Figure 1. Sequential cells grouped by signal name (run 1).
Other sequential cells in the stronger grey, the rest of the logic in the fainter grey.
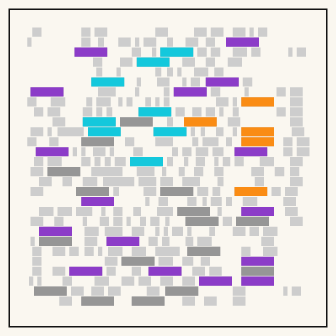
Figure 2. Clock network drawn from the DEF (run 1).
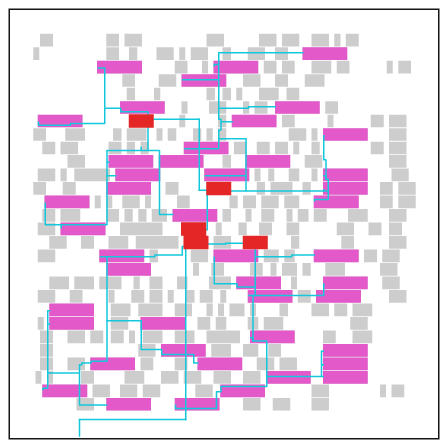
Figure 3. Congestion heat map (run 1).
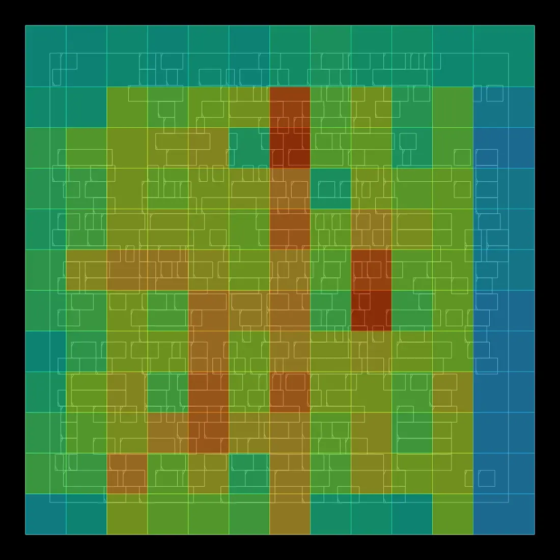
Figure 4. Placement by cell class (run 1).
The bar under the picture is 20 microns long.
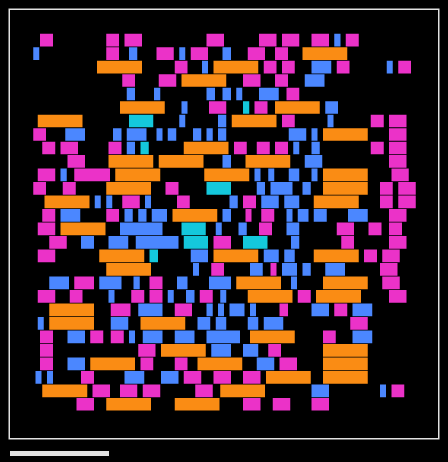
==> config.mk <==
export PLATFORM = sky130hd
export DESIGN_NAME = cpu_controller
export DESIGN_NICKNAME = d
export VERILOG_FILES = /design/src/rtl/cpu_pkg.sv /design/src/rtl/cpu_controller_instr_decoder.sv /design/src/rtl/cpu_controller.sv
export SDC_FILE = /design/constraint.sdc
export NUM_CORES = 1
export LEC_CHECK = 0
export CELL_PAD_IN_SITES_DETAIL_PLACEMENT = 1
export CELL_PAD_IN_SITES_GLOBAL_PLACEMENT = 1
export CORE_MARGIN = 4
export CORE_UTILIZATION = 37
export CTS_CLUSTER_SIZE = 25
export DETAILED_ROUTE_END_ITERATION = 10
export GPL_TIMING_DRIVEN = 0
export PLACE_DENSITY = 0.84
export SYNTH_ARGS = -nofsm -noshare
export SYNTH_HDL_FRONTEND = slang
export SYNTH_HIERARCHICAL = 1
export SYNTH_SLANG_ARGS = --single-unit
export TNS_END_PERCENT = 20
==> constraint.sdc <==
create_clock -name clock -period 3 [get_ports clock]
set_clock_uncertainty 0.15 [all_clocks]
set_input_delay 0.6 -clock clock [delete_from_list [all_inputs] [get_ports clock]]
set_output_delay 0.6 -clock clock [all_outputs]
set_load 0.01 [all_outputs]
==> src/rtl/cpu_pkg.sv <==
// Shared definitions for the multicycle CPU control path: state encoding,
// opcode values, instruction field positions and the decoded-instruction record.
// Ports: none (package).
package cpu_pkg;

  // Default datapath geometry
  localparam int CPU_DATA_W = 16;  // instruction / data width
  localparam int CPU_PC_W   = 5;   // 32-word instruction space
  localparam int CPU_RA_W   = 3;   // R0-R7
  localparam int CPU_FUNC_W = 4;   // 16 ALU functions
  localparam int CPU_IMM_W  = 8;   // LDI immediate width
  localparam int CPU_OP_W   = 3;   // non-ALU opcode width

  // Controller states; every instruction walks FETCH -> DECODE -> EXEC -> WB
  typedef enum logic [2:0] {
    FETCH  = 3'd0,
    DECODE = 3'd1,
    EXEC   = 3'd2,
    WB     = 3'd3,
    HALT   = 3'd4
  } state_t;

  // Opcodes for bit15 = 0 instructions; 100/101/110 are undefined
  localparam logic [CPU_OP_W-1:0] OP_NOP  = 3'b000;
  localparam logic [CPU_OP_W-1:0] OP_LDI  = 3'b001;
  localparam logic [CPU_OP_W-1:0] OP_JMP  = 3'b010;
  localparam logic [CPU_OP_W-1:0] OP_BZ   = 3'b011;
  localparam logic [CPU_OP_W-1:0] OP_HALT = 3'b111;

  // Instruction field bit positions
  localparam int ALU_BIT = 15;
  localparam int FUNC_HI = 14;
  localparam int FUNC_LO = 11;
  localparam int OP_HI   = 14;
  localparam int OP_LO   = 12;
  localparam int RD_HI   = 10;
  localparam int RD_LO   = 8;
  localparam int RS1_HI  = 7;
  localparam int RS1_LO  = 5;
  localparam int RS2_HI  = 4;
  localparam int RS2_LO  = 2;
  localparam int IMM_HI  = 7;
  localparam int IMM_LO  = 0;
  localparam int TGT_HI  = 4;
  localparam int TGT_LO  = 0;

  // Every field of an instruction, extracted regardless of format;
  // consumers qualify with is_alu / op.
  typedef struct packed {
    logic                  is_alu;
    logic [CPU_OP_W-1:0]   op;
    logic [CPU_RA_W-1:0]   rd;
    logic [CPU_RA_W-1:0]   rs1;
    logic [CPU_RA_W-1:0]   rs2;
    logic [CPU_FUNC_W-1:0] func;
    logic [CPU_IMM_W-1:0]  imm;
    logic [CPU_PC_W-1:0]   target;
    logic                  is_illegal;
  } dec_t;

  // Undefined non-ALU opcodes
  function automatic logic op_is_illegal(input logic [CPU_OP_W-1:0] op);
    return (op == 3'b100) || (op == 3'b101) || (op == 3'b110);
  endfunction

endpackage

==> src/rtl/cpu_controller_instr_decoder.sv <==
// Instruction decoder: splits a 16-bit instruction word into its fields.
// Latency: purely combinational, zero cycles. Backpressure: none.
// Ports: instr (raw instruction word in), dec (decoded field record out).
module instr_decoder
  import cpu_pkg::*;
(
  input  logic [CPU_DATA_W-1:0] instr,
  output dec_t                  dec
);

  logic [CPU_OP_W-1:0] op;

  assign op = instr[OP_HI:OP_LO];

  always_comb begin
    dec            = '0;
    dec.is_alu     = instr[ALU_BIT];
    dec.op         = op;
    dec.rd         = instr[RD_HI:RD_LO];
    dec.rs1        = instr[RS1_HI:RS1_LO];
    dec.rs2        = instr[RS2_HI:RS2_LO];
    dec.func       = instr[FUNC_HI:FUNC_LO];
    dec.imm        = instr[IMM_HI:IMM_LO];
    dec.target     = instr[TGT_HI:TGT_LO];
    // ALU-format words are always legal; only the non-ALU opcode space has holes
    dec.is_illegal = !instr[ALU_BIT] && op_is_illegal(op);
  end

endmodule

==> src/rtl/cpu_controller.sv <==
// Multicycle control FSM for the 16-bit CPU: sequences fetch/decode/exec/write-back,
// owns the PC, instruction register and zero flag. Latency: 4 cycles per instruction.
// Backpressure: run=0 parks the FSM in FETCH at the next instruction boundary.
// Ports:
//   clock, reset          rising-edge clock, asynchronous active-high reset
//   run                   1 = execute, 0 = pause in FETCH
//   imem_data, imem_addr  synchronous instruction ROM (data one cycle after addr)
//   alu_zero              ALU result == 0, sampled in EXEC for ALU ops
//   rf_ra1, rf_ra2        register read addresses
//   rf_wa, rf_we, wb_sel  register write address/enable, write source (1 = imm)
//   imm_out               zero-extended LDI immediate
//   alu_func              ALU function select (EXEC only)
//   pc_out                current PC
//   retire, halted, illegal  status: WB pulse, HALT reached, sticky undefined opcode
module cpu_controller
  import cpu_pkg::*;
#(
  parameter int DATA_W = CPU_DATA_W,
  parameter int PC_W   = CPU_PC_W,
  parameter int RA_W   = CPU_RA_W
) (
  input  logic              clock,
  input  logic              reset,
  input  logic              run,
  input  logic [DATA_W-1:0] imem_data,
  input  logic              alu_zero,
  output logic [PC_W-1:0]   imem_addr,
  output logic [RA_W-1:0]   rf_ra1,
  output logic [RA_W-1:0]   rf_ra2,
  output logic [RA_W-1:0]   rf_wa,
  output logic              rf_we,
  output logic              wb_sel,
  output logic [DATA_W-1:0] imm_out,
  output logic [3:0]        alu_func,
  output logic [PC_W-1:0]   pc_out,
  output logic              retire,
  output logic              halted,
  output logic              illegal
);

  state_t            state;
  logic [PC_W-1:0]   pc;
  logic [DATA_W-1:0] ir;
  logic              zero_flag;

  logic [DATA_W-1:0] dec_src;
  dec_t              dec;

  logic is_ldi;
  logic is_jmp;
  logic is_bz;
  logic is_halt;
  logic writes_rf;

  // In DECODE the word is still on the ROM bus and IR is loaded at the end of
  // the cycle, so decode straight from imem_data there; afterwards from IR.
  // One decoder thereby serves both the early read addresses and the later
  // EXEC/WB controls.
  assign dec_src = (state == DECODE) ? imem_data : ir;

  instr_decoder u_instr_decoder (
    .instr (dec_src),
    .dec   (dec)
  );

  assign is_ldi    = !dec.is_alu && (dec.op == OP_LDI);
  assign is_jmp    = !dec.is_alu && (dec.op == OP_JMP);
  assign is_bz     = !dec.is_alu && (dec.op == OP_BZ);
  assign is_halt   = !dec.is_alu && (dec.op == OP_HALT);
  assign writes_rf = dec.is_alu || is_ldi;

  assign imem_addr = pc;
  assign pc_out    = pc;
  assign rf_ra1    = dec.rs1;
  assign rf_ra2    = dec.rs2;

  // Controls for a state are registered on the edge that enters it, so each
  // output is glitch-free and the async reset clears them mid-cycle.
  always_ff @(posedge clock or posedge reset) begin
    if (reset) begin
      state     <= FETCH;
      pc        <= '0;
      ir        <= '0;
      zero_flag <= 1'b0;
      illegal   <= 1'b0;
      rf_we     <= 1'b0;
      rf_wa     <= '0;
      wb_sel    <= 1'b0;
      imm_out   <= '0;
      alu_func  <= '0;
      retire    <= 1'b0;
      halted    <= 1'b0;
    end else begin
      case (state)
        FETCH: begin
          // Only point where run is honoured; PC holds while paused
          if (run) begin
            state <= DECODE;
          end
        end

        DECODE: begin
          ir       <= imem_data;
          alu_func <= dec.is_alu ? dec.func : '0;
          state    <= EXEC;
        end

        EXEC: begin
          alu_func <= '0;
          // Only ALU ops own the flag; BZ sees the last ALU result
          if (dec.is_alu) begin
            zero_flag <= alu_zero;
          end
          if (is_halt) begin
            // PC is left pointing at the HALT word
            halted <= 1'b1;
            state  <= HALT;
          end else begin
            retire  <= 1'b1;
            rf_we   <= writes_rf;
            rf_wa   <= writes_rf ? dec.rd : '0;
            wb_sel  <= is_ldi;
            imm_out <= is_ldi ? DATA_W'(dec.imm) : '0;
            if (dec.is_illegal) begin
              illegal <= 1'b1;
            end
            state <= WB;
          end
        end

        WB: begin
          retire  <= 1'b0;
          rf_we   <= 1'b0;
          rf_wa   <= '0;
          wb_sel  <= 1'b0;
          imm_out <= '0;
          if (is_jmp || (is_bz && zero_flag)) begin
            pc <= dec.target;
          end else begin
            pc <= pc + PC_W'(1);  // natural wrap 31 -> 0
          end
          state <= FETCH;
        end

        HALT: begin
          // Terminal; only reset leaves
          state <= HALT;
        end

        default: begin
          state <= FETCH;
        end
      endcase
    end
  end

endmodule
==> flow_metrics.py, run 1 <==
# Physical implementation metrics
metrics = {
    "critical_path": {
        "cp-end-kind": "flip-flop",
        "r2r_cells": 10,
        "cpPeakStageDelay_ns": 0.40,
        "critPathMaxFanout": 10,
        "critPathSlowestCell": "mux2_2",
        "path_buffers": 4,
        "crit_arrival_ns": 2.85,
        "rrSetupSlack_ns": 0.19,
        "worstSetupStartpoint": "state[1]",
        "start_kind": "flip-flop",
        "cpMostUsedCell": "buf_4",
        "worst_r2r_startpoint": "state[1]",
        "cp.depth": 10,
        "r2r_end": "imem_addr[3]",
        "path_cells": "buf_2, nor3b_4, buf_4, mux2_2, buf_4, nor2b_4, nor4b_4, buf_4, a311oi_1, nor4_1",
        "crit_type": "flip-flop to flip-flop",
        "cp.required_ns": 3.04,
        "cpLargestDelayFamily": "simple AND/OR/NAND/NOR gates",
    },
    "cells_and_area": {
        "instances_no_fill": 353,
        "utilization_pct": 52.1,
        "diodes": 0,
        "final_nets": 298,
        "drive_above_1_share_pct": 33.5,
        "syn2layout_area_growth_pct": 36.0,
        "design_area_sq_um": 3080,
    },
    "timing": {
        "rsz0062_at_grt": "no",
        "fin_ws_ns": 0.189,
        "min_period_ns": 2.81,
        "hold_slack_ns": 0.318,
        "hold_violations": 0,
        "final-max-slew-violation-count": 0,
        "slew_headroom_pct": 61.8,
        "fmax_mhz": 356,
        "finalSetupViolations": 0,
        "fin_crit_sh_pct": 93.7,
        "setup_tns_ns": 0,
        "worst_pin_slew_ns": 0.570,
    },
    "yosys": {
        "flop_cell": "dfrtp_1",
        "ys_seq_share_pct": 49.6,
        "avgSynthCellArea_sq_um": 11.2,
        "yosysUniqueCellTypes": 36,
        "synth_chip_area_sq_um": 2270,
        "yosysTopAreaCellShare_pct": 49.6,
        "netlist_instances": 202,
        "synth_area_sq_um": 2270,
        "async_flop_share_pct": 100,
        "edf_count": 0,
        "ys_ff": 45,
        "ys_cells": 202,
        "area_leaders": "dfrtp_1, buf_4, mux2_2",
        "ys.warnings.count": 6,
        "synth_area_leader_cell": "dfrtp_1",
    },
    "floorplan": {
        "chip_area_sq_um": 7450,
        "row_count": 28,
        "die_w_microns": 86.3,
        "fp.coreArea_sq_um": 5920,
        "fp.dieH_microns": 86.3,
        "initCoreUtil_pct": 38.3,
        "ios": 64,
    },
    "clock_tree": {
        "numCtsBuffers": 5,
        "clockRootBuffer": "clkbuf_8",
        "insertion_delay_ns": 0.29,
        "htree_levels": 2,
        "cts_buffer_depth": 2,
        "clock-sinks": 45,
        "clk_pin_slew_ns": 0.09,
        "tritoncts": "yes",
    },
    "pwr": {
        "p_leak_nw": 1.39,
        "switching_power_mw": 1.22,
        "clkPwrFrac_pct": 10.8,
        "p_seq_share_pct": 29.3,
        "cellPowerDensity_nw_per_um2": 1100,
        "p_sw_share_pct": 35.9,
        "comb_power_share_pct": 59.8,
        "vdd_drop_max_mv": 0.524,
        "internal_power_mw": 2.17,
        "finalPower_mw": 3.39,
    },
    "global_route": {
        "grt_pass1_wl_microns": 9090,
        "grt_max_degree": 33,
        "grt_pass1_vias": 1823,
        "grt_overflow": 0,
        "antenna_found_initial": 0,
        "grtUsageTotal_pct": 15.4,
    },
    "hold_path": {
        "min-delay-start": "illegal",
        "hold_class": "flip-flop to flip-flop",
        "min_path_cells": 1,
        "hold_end": "illegal",
    },
    "drt": {
        "wl_microns": 5200,
        "drt-vias-per-instance": 4.75,
        "drc": 0,
        "ant_nets": 0,
        "vias": 1675,
        "firstDrtPassIters": 4,
        "drtIter0Drc": 65,
    },
    "placed_design": {
        "routabilityCongestion": 0.771,
        "dpl.hpwl_microns": 3810,
        "place_area_sq_um": 2960,
        "pre_cts_slack_ns": -0.0519,
        "dp.cells": 340,
        "numPortBuffers": 55,
    },
    "flow_run": {
        "drv_cap": 0,
        "tool_warnings": 27,
    },
    "outcome": {
        "status": "complete, no violations",
    },
}
About Figure 1:
- imem_addr: orange (flops 5; where east)
- ir: purple (flops 16; where widely spread)
- imm_out: cyan (flops 8)

About Figure 2:
- clock wires: cyan (length 590 microns)
- cells driving clock nets: red (count 5)
- flip-flops: magenta (count 45)
- flops lie: widely spread

About Figure 3:
GR peak layer: met2
M2 GR Usage: 26.5%
GRT met1 Usage: 20.1%
WL/cell: 14.7 microns

About Figure 4:
- other buffers and delay cells: magenta (cells 112; share of their area 33%)
- clock drivers and dummy loads: cyan (cells 8; share of their area 2.8%)
- all other logic: blue (cells 113; share of their area 27%)
- flip-flops: orange (cells 45; share of their area 38%)

## run 1: sequential cells by signal, indices dropped and copies added (netlist names)
register	cells
alu_func	4
imem_addr	5
ir	16
imm_out	8
state	3
retire	1
rf_wa	3
illegal	1
zero_flag	1
wb_sel	1
rf_we	1
halted	1
## run 1: cells by family (layout without fill, tap and decap cells)
family | Yosys count | after routing | share of synthesized area (%)
compound gates | 29 | 29 | 9.38
simple gates | 49 | 49 | 13.0
mux | 21 | 21 | 10.2
buf+inv | 56 | 125 | 17.1
flops | 45 | 45 | 49.6
other cells | 1 | 8 | 0.165
fa+ha+maj | 1 | 1 | 0.551
## run 1: how the worst max path moves through the flow
stage                        end
floorplan           imem_addr[3]
global placement    imem_addr[3]
detailed placement  imem_addr[3]
CTS                    rf_ra2[0]
global route          imm_out[3]
finish              imem_addr[3]
## run 1: power by group through the flow
| stage | registers (mW) | logic, mW | clock network [mW] |
|---|---|---|---|
| after floorplan | 1.02 | 1.29 | 0 |
| final | 0.993 | 2.03 | 0.366 |
| after global placement | 0.991 | 1.93 | 0 |
| after CTS | 0.999 | 2.02 | 0.377 |
| after global routing | 1.04 | 2.21 | 0.414 |
| after detailed placement | 1.01 | 1.99 | 0 |
## run 1: cells in the final DEF, fill, tap and decap left out, types with 2 or more instances in the layout
master,instances
o21ai_0,2
a21o_1,2
a22oi_1,2
clkbuf_8,5
buf_4,56
nand3_1,9
clkbuf_1,3
conb_1,8
inv_1,4
a21oi_1,11
nand2_1,14
clkdlybuf4s50_1,49
clkinv_2,2
nor4b_4,2
dfrtp_1,45
nor2_1,10
mux2i_1,4
mux2_2,17
a32o_1,7
buf_6,2
## run 1: cells in the mapped netlist, types with 2 or more instances
cell type	instances
inv_1	5
nand2_1	15
nand3_1	9
buf_4	44
buf_2	4
mux2i_1	4
nor2_1	10
nor4b_4	2
a21oi_1	11
mux2_2	17
a32o_1	7
a21o_1	2
a22oi_1	2
dfrtp_1	45
nor3b_2	2
clkbuf_1	2
o21ai_0	2
## run 1: final cells by class
cell class                      instances  area [sq um]
Clock buffer                            6          72.6
Clock inverter                          2          10.0
Fill cell                             647          2840
Timing Repair Buffer                   62           601
Sequential cell                        45          1130
Multi-Input combinational cell        108           790
Buffer                                 50           373
Tap cell                               75          93.8
Inverter                                5          18.8
## run 1: metal layers
layer	share of wire [%]	GRT usage, %	vias up
met3	4.2	2.38	4
li1	-	-	799
met1	43	20.1	835
met4	0.98	4.25	0
met2	51	26.5	37
met5	0	0	-
## run 1: timing repair
item / 4_1_cts / 5_1_grt
hold buffers: 0 / 0
endpoints found under the setup margin: 10 / 16
gates resized: 7 / 4
pin swaps: 1 / 2
setup buffers: 2 / 4
## Run 2: what changed since run 1
CORE_MARGIN = 5   (was 4)
Figure 5. Clock network drawn from the DEF (run 2).
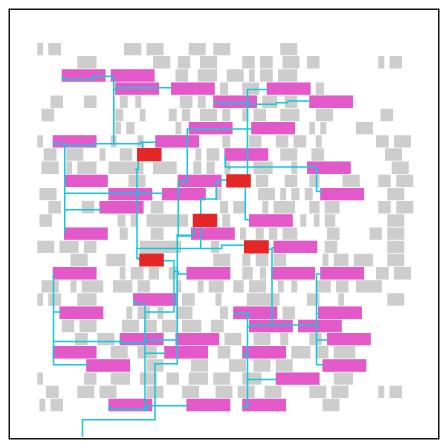
- clock wires: cyan (length 582 microns)
- flip-flops: magenta (count 45)
- cells driving clock nets: red (count 5)
- routed clock nets: 6

Figure 6. Placement by cell class (run 2).
The bar under the picture is 20 microns long.
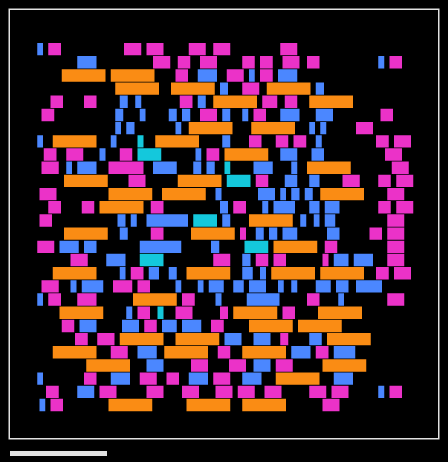
- all other logic: blue (cells 113; share of their area 27%)
- flip-flops: orange (cells 45; share of their area 38%)
- other buffers and delay cells: magenta (cells 112; share of their area 33%)
- clock drivers and dummy loads: cyan (cells 8; share of their area 2.7%)

==> run 2 against run 1 <==
  * Routed wire length grew 5.5%
  * Setup slack lost 0.15 ns
  * Count of clock-buffer cells in the layout grew 2
  * Combinational power is essentially flat
  * Critical path depth shrank 4
  * Register-to-register slack gained 0.02 ns
  * Flip-flop count is the same
  * Critical path type is now flip-flop to output pin
==> flow_metrics.py, run 2 <==
# Physical implementation metrics
metrics = {
    "cells_and_area": {
        "drive_above_1_share_pct": 32.0,
        "nFillCells": 660,
        "logic_area_sq_um": 793,
        "diodes": 0,
        "design_area_sq_um": 3090,
        "regArea_sq_um": 1130,
        "final_common_cell": "buf_4",
        "syn2layout_area_growth_pct": 36.1,
        "top_register": "ir",
        "instances_no_fill": 353,
        "largest_reg_flops": 16,
        "utilization_pct": 51.8,
        "final_nets": 298,
        "final_cell_mix": "buf_4, clkdlybuf4s50_1, dfrtp_1",
    },
    "yosys": {
        "ys_cells": 202,
        "synth_area_leader_cell": "dfrtp_1",
        "top_cells_by_count": "dfrtp_1, buf_4, mux2_2, nand2_1, a21oi_1",
        "yosysTopAreaCellShare_pct": 49.6,
        "synth_chip_area_sq_um": 2270,
        "edf_count": 0,
        "flop_cell": "dfrtp_1",
        "netlist_instances": 202,
        "synth_area_sq_um": 2270,
        "ys_ff": 45,
        "ys.warnings.count": 6,
        "yosysUniqueCellTypes": 36,
        "yosysMostFrequentCell": "dfrtp_1",
        "avgSynthCellArea_sq_um": 11.2,
        "async_flop_share_pct": 100,
        "area_leaders": "dfrtp_1, buf_4, mux2_2",
        "ys_seq_share_pct": 49.6,
    },
    "drt": {
        "firstDrtPassIters": 4,
        "ant_nets": 0,
        "drt-vias-per-instance": 4.78,
        "drtIter0Drc": 88,
        "wl_microns": 5490,
        "drc": 0,
        "vias": 1689,
    },
    "timing": {
        "worst_pin_slew_ns": 0.538,
        "slew_headroom_pct": 64.0,
        "hold_violations": 0,
        "fmax_mhz": 337,
        "final-max-slew-violation-count": 0,
        "finalSetupViolations": 0,
        "rsz0062_at_grt": "yes",
        "min_period_ns": 2.96,
        "setup_tns_ns": 0,
        "fin_crit_sh_pct": 98.8,
    },
    "placed_design": {
        "numPortBuffers": 55,
        "routabilityCongestion": 0.734,
        "dp.cells": 340,
        "dpl.hpwl_microns": 4070,
        "place_area_sq_um": 2960,
    },
    "clock_tree": {
        "hold_buffers": 0,
        "clockRootBuffer": "clkbuf_8",
        "cts_buffer_depth": 2,
        "insertion_delay_ns": 0.29,
        "clock-sinks": 45,
        "numCtsBuffers": 5,
        "clk_pin_slew_ns": 0.08,
        "htree_levels": 2,
        "tritoncts": "yes",
    },
    "critical_path": {
        "crit_type": "flip-flop to output pin",
        "start_kind": "flip-flop",
        "r2r_cells": 10,
        "worstSetupStartpoint": "state[1]",
        "timing.critical_path.to": "rf_ra2[1]",
        "critPathMaxFanout": 8,
        "cp-end-kind": "output pin",
        "rrSetupSlack_ns": 0.21,
        "worst_r2r_startpoint": "state[1]",
        "cp.required_ns": 2.25,
        "r2r_end": "imem_addr[3]",
        "crit_arrival_ns": 2.21,
    },
    "global_route": {
        "grt_pass1_wl_microns": 9230,
        "grt_max_degree": 26,
        "grt_overflow": 0,
        "grt_pass1_vias": 1820,
        "antenna_found_initial": 0,
    },
    "pwr": {
        "vdd_drop_max_mv": 0.439,
        "finalPower_mw": 3.40,
        "cellPowerDensity_nw_per_um2": 1100,
        "p_leak_nw": 1.39,
    },
    "flow_run": {
        "tool_warnings": 28,
        "drv_cap": 0,
    },
    "hold_path": {
        "hold_class": "flip-flop to flip-flop",
        "min-delay-start": "illegal",
    },
    "floorplan": {
        "ios": 64,
        "fp.dieH_microns": 88.3,
        "die_w_microns": 88.3,
        "chip_area_sq_um": 7800,
        "row_count": 28,
        "initCoreUtil_pct": 38.1,
        "fp.coreArea_sq_um": 5960,
    },
    "outcome": {
        "status": "complete, no violations",
    },
}
Figure 7. Congestion heat map (run 2).
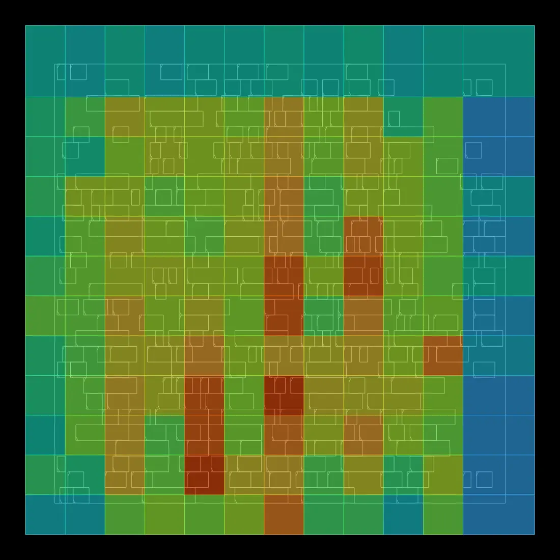
M2 GR Usage: 25.6%
WL/cell: 15.5 microns
GRT Resource Usage Total: 15.4%
GRT met1 Usage: 20.6%

==> run 2: cell counts after synthesis <==
No cell type changed its count.
==> run 2: where the power goes <==
part	total, mW	switching [mW]	internal (mW)
Sequential	0.999	0.149	0.850
Combinational	2.04	0.879	1.16
Clock	0.358	0.192	0.166
==> run 2: what timing repair did <==
item	4_1_cts	5_1_grt
resized	9	2
pin swaps	1	1
endpoints found under the setup margin	11	16
buffers inserted	4	1
==> run 2: layout make-up <==
cell class	instances	share of cell area, %
Tap cell	75	3.04
Clock buffer	8	2.59
Timing Repair Buffer	61	19.3
Buffer	51	12.2
Multi-Input combinational cell	108	25.7
Sequential cell	45	36.5
Inverter	5	0.608
==> run 2: per-stage QoR <==
step | setup slack [ns] | hold slack (ns)
2_1_floorplan | 0.389 | 0.323
3_3_place_gp | 0.0221 | 0.292
3_5_place_dp | -0.133 | 0.297
4_1_cts | -0.0178 | 0.329
5_1_grt | -0.110 | 0.363
6_report | 0.0363 | 0.322
==> run 2: worst min path at each step <==
stage | end | slack (ns) | cells after the start
floorplan | ir[10] | 0.32 | 1
global placement | illegal | 0.29 | 1
detailed placement | illegal | 0.30 | 1
CTS | illegal | 0.33 | 1
global route | illegal | 0.36 | 1
finish | illegal | 0.32 | 1
==> run 2: critical path, cell delays in order, from the launching register on <==
cell             delay [ns]
dfrtp_1                0.36
buf_2                  0.17
nor3b_4                0.25
buf_6                  0.20
mux2_4                 0.34
buf_4                  0.14
clkdlybuf4s50_1        0.46
==> run 2: cell families (layout without fill, tap and decap cells) <==
logic type,count (synthesis),count (layout),synth area share [%]
adders and majority gates,1,1,0.551
AOI/OAI and AO/OA,29,29,9.38
DFF,45,45,49.6
other,1,8,0.165
muxes,21,21,10.2
and+or+nand+nor,49,49,13.0
buffers and inverters,56,125,17.1
==> run 2: layer usage <==
metal	track usage, %	vias up	part of all wire [%]	wire length [microns]
met5	0	-	0	0
met4	4.53	0	1.0	56
met3	2.61	7	4.7	258
met2	25.6	42	50	2760
met1	20.6	844	44	2420
li1	-	796	-	-
## Run 3: what changed since run 2
PLACE_DENSITY = 0.86   (was 0.84)
clock period = 3.4 ns   (was 3 ns; I/O delays follow)
Figure 8. Congestion heat map (run 3).
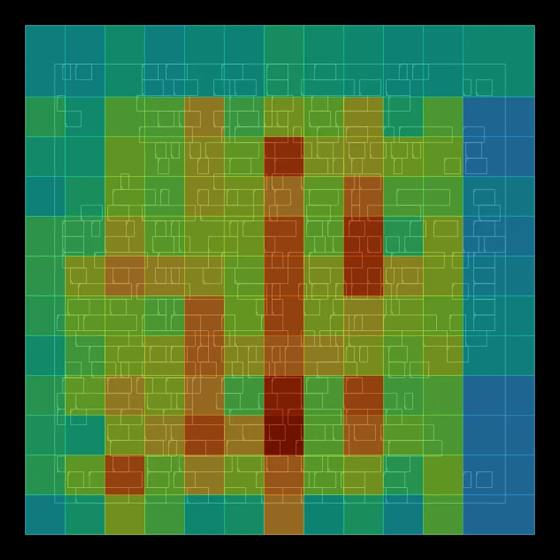
final core occ: 51.2%
GRT met1 Usage: 17.7%

Figure 9. Sequential cells grouped by signal name (run 3).
Other sequential cells in the stronger grey, the rest of the logic in the fainter grey.
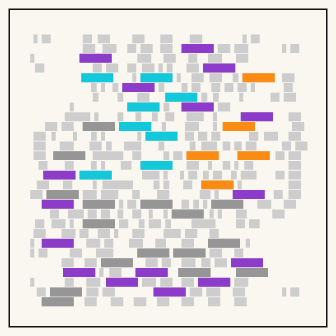
- imem_addr: orange (flops 5; where east)
- imm_out: cyan (flops 8)
- ir: purple (flops 16)
- not coloured: 16

==> run 3 against run 2 <==
  * Flip-flop count unchanged
  * Combinational power decreased by 14%
  * Hold slack got worse by 0.0050 ns
  * Total power decreased by 13%
  * Largest power group unchanged
==> flow_metrics.py, run 3 <==
# Physical implementation metrics
metrics = {
    "floorplan": {
        "fp.dieH_microns": 88.3,
        "die_w_microns": 88.3,
        "chip_area_sq_um": 7800,
        "fp.coreArea_sq_um": 5960,
        "initCoreUtil_pct": 38.1,
        "ios": 64,
        "row_count": 28,
    },
    "clock_tree": {
        "clk_pin_slew_ns": 0.08,
        "cts_buffer_depth": 2,
        "clockRootBuffer": "clkbuf_8",
        "numCtsBuffers": 5,
        "htree_levels": 2,
        "cts_setup_buffers": 0,
        "clock-sinks": 45,
        "tritoncts": "yes",
        "insertion_delay_ns": 0.30,
    },
    "cells_and_area": {
        "syn2layout_area_growth_pct": 34.5,
        "instances_no_fill": 348,
        "drive_above_1_share_pct": 29.7,
        "final_cell_mix": "clkdlybuf4s50_1, buf_4, dfrtp_1",
        "design_area_sq_um": 3050,
        "final_common_cell": "clkdlybuf4s50_1",
        "top_register": "ir",
        "largest_reg_flops": 16,
        "final_nets": 293,
        "diodes": 0,
    },
    "critical_path": {
        "cp.required_ns": 2.57,
        "cpPeakStageDelay_ns": 0.47,
        "start_kind": "flip-flop",
        "crit_type": "flip-flop to output pin",
        "cp-end-kind": "output pin",
        "critPathMaxFanout": 10,
        "rrSetupSlack_ns": 0.39,
        "crit_arrival_ns": 2.41,
        "path_cells": "buf_2, nor3b_4, buf_4, mux2_2, buf_4, clkdlybuf4s50_1",
        "cpMostUsedCell": "buf_4",
        "critPathSlowestCell": "clkdlybuf4s50_1",
    },
    "drt": {
        "drc": 0,
        "firstDrtPassIters": 4,
        "drt-vias-per-instance": 4.79,
        "wl_microns": 5460,
        "drtIter0Drc": 38,
        "ant_nets": 0,
        "wl_per_cell_microns": 15.7,
        "vias": 1666,
    },
    "placed_design": {
        "pre_cts_slack_ns": 0.304,
        "dp.cells": 340,
        "numPortBuffers": 55,
        "routabilityCongestion": 0.759,
        "dpl.hpwl_microns": 4050,
        "place_area_sq_um": 2960,
    },
    "global_route": {
        "antenna_found_initial": 0,
        "grtUsageTotal_pct": 14.9,
        "grt_max_degree": 32,
        "grt_pass1_vias": 1834,
        "grt_overflow": 0,
        "grt_pass1_wl_microns": 8990,
    },
    "timing": {
        "final-max-slew-violation-count": 0,
        "setup_tns_ns": 0,
        "finalSetupViolations": 0,
        "fmax_mhz": 309,
        "fin_ws_ns": 0.161,
        "rsz0062_at_grt": "no",
        "fin_crit_sh_pct": 95.3,
        "slew_headroom_pct": 57.5,
        "hold_violations": 0,
        "worst_pin_slew_ns": 0.634,
        "min_period_ns": 3.24,
    },
    "yosys": {
        "area_leaders": "dfrtp_1, buf_4, mux2_2",
        "ys.warnings.count": 6,
        "synth_area_leader_cell": "dfrtp_1",
        "top_cells_by_count": "dfrtp_1, buf_4, mux2_2, nand2_1, a21oi_1",
        "avgSynthCellArea_sq_um": 11.2,
        "yosysTopAreaCellShare_pct": 49.6,
        "yosysMostFrequentCell": "dfrtp_1",
        "ys_ff": 45,
        "ys_cells": 202,
        "synth_area_sq_um": 2270,
        "yosysUniqueCellTypes": 36,
        "flop_cell": "dfrtp_1",
        "netlist_instances": 202,
        "synth_chip_area_sq_um": 2270,
        "ys_seq_share_pct": 49.6,
        "async_flop_share_pct": 100,
        "edf_count": 0,
    },
    "pwr": {
        "cellPowerDensity_nw_per_um2": 970,
        "p_leak_nw": 1.36,
        "finalPower_mw": 2.96,
        "vdd_drop_max_mv": 0.470,
    },
    "outcome": {
        "status": "complete, no violations",
    },
    "flow_run": {
        "tool_warnings": 26,
        "drv_cap": 0,
    },
    "hold_path": {
        "hold_class": "flip-flop to flip-flop",
    },
}
Figure 10. Power grid (run 3).
Pins as bars on the die edge. Tap cells in grey.
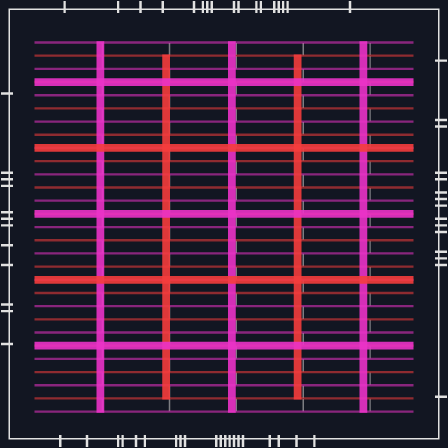
- VDD: red
- VSS: magenta
- signal pins: 64
- met4 straps: 5
- met1 rails: 29
- rows: 28

run 3: cell counts after synthesis:
No cell type changed its count.
run 3: repair_timing:
action,CTS,global route
hold buffers,0,0
gates resized,1,1
endpoints found under the setup margin,3,2
run 3: worst paths after layout:
check | startpoint | to | cells past startpoint
worst min register to register | illegal | illegal | 1
worst min-delay path | illegal | illegal | 1
max in group asynchronous | reset | imm_out[1] | 3
min in group asynchronous | reset | ir[6] | 2
worst max-delay path | state[1] | rf_ra2[0] | 6
worst max register to register | state[1] | imem_addr[2] | 9
run 3: power by group:
| part | leakage (nW) | internal [mW] | switching, mW |
|---|---|---|---|
| clock network | 0.0450 | 0.143 | 0.176 |
| logic | 0.755 | 0.998 | 0.764 |
| registers | 0.560 | 0.750 | 0.129 |
run 3: layout make-up:
type                       count  area, sq um
buffer                        51          372
clock inverter                 2         10.0
inverter                       5         18.8
fill                         659         2910
tap                           75         93.8
clock buffer                   6         72.6
multi-input combinational    108          787
sequential                    45         1130
timing repair buffer          56          571
run 3: worst max-delay path, delay by kind of cell, from the launching register on:
kind | cells | cell delay, ns
muxes | 1 | 0.41
DFF | 1 | 0.36
and+or+nand+nor | 1 | 0.28
buffers and inverters | 4 | 1.06
run 3: metal layers:
metal  part of all wire [%]  track usage (%)
met3                    4.8             3.35
met1                     41             17.7
met5                      0                0
met2                     53             26.4
met4                    1.5             4.95
run 3: logic make-up after synthesis:
group | after synthesis | share of synthesized area [%]
buffers and inverters | 56 | 17.1
AND/OR/NAND/NOR | 49 | 13.0
flip-flops | 45 | 49.6
AND-OR/OR-AND | 29 | 9.38
multiplexers | 21 | 10.2
adder cells (fa/ha/maj) | 1 | 0.551
other | 1 | 0.165
run 3: metrics by stage:
stage / hold slack (ns) / util, %
5_1_grt: 0.339 / 51.2
2_1_floorplan: 0.323 / -
3_5_place_dp: 0.296 / 49.7
4_1_cts: 0.325 / 51.1
6_report: 0.317 / 51.2
3_3_place_gp: 0.300 / 49.3
Power is estimated from default activity; no workload was simulated.
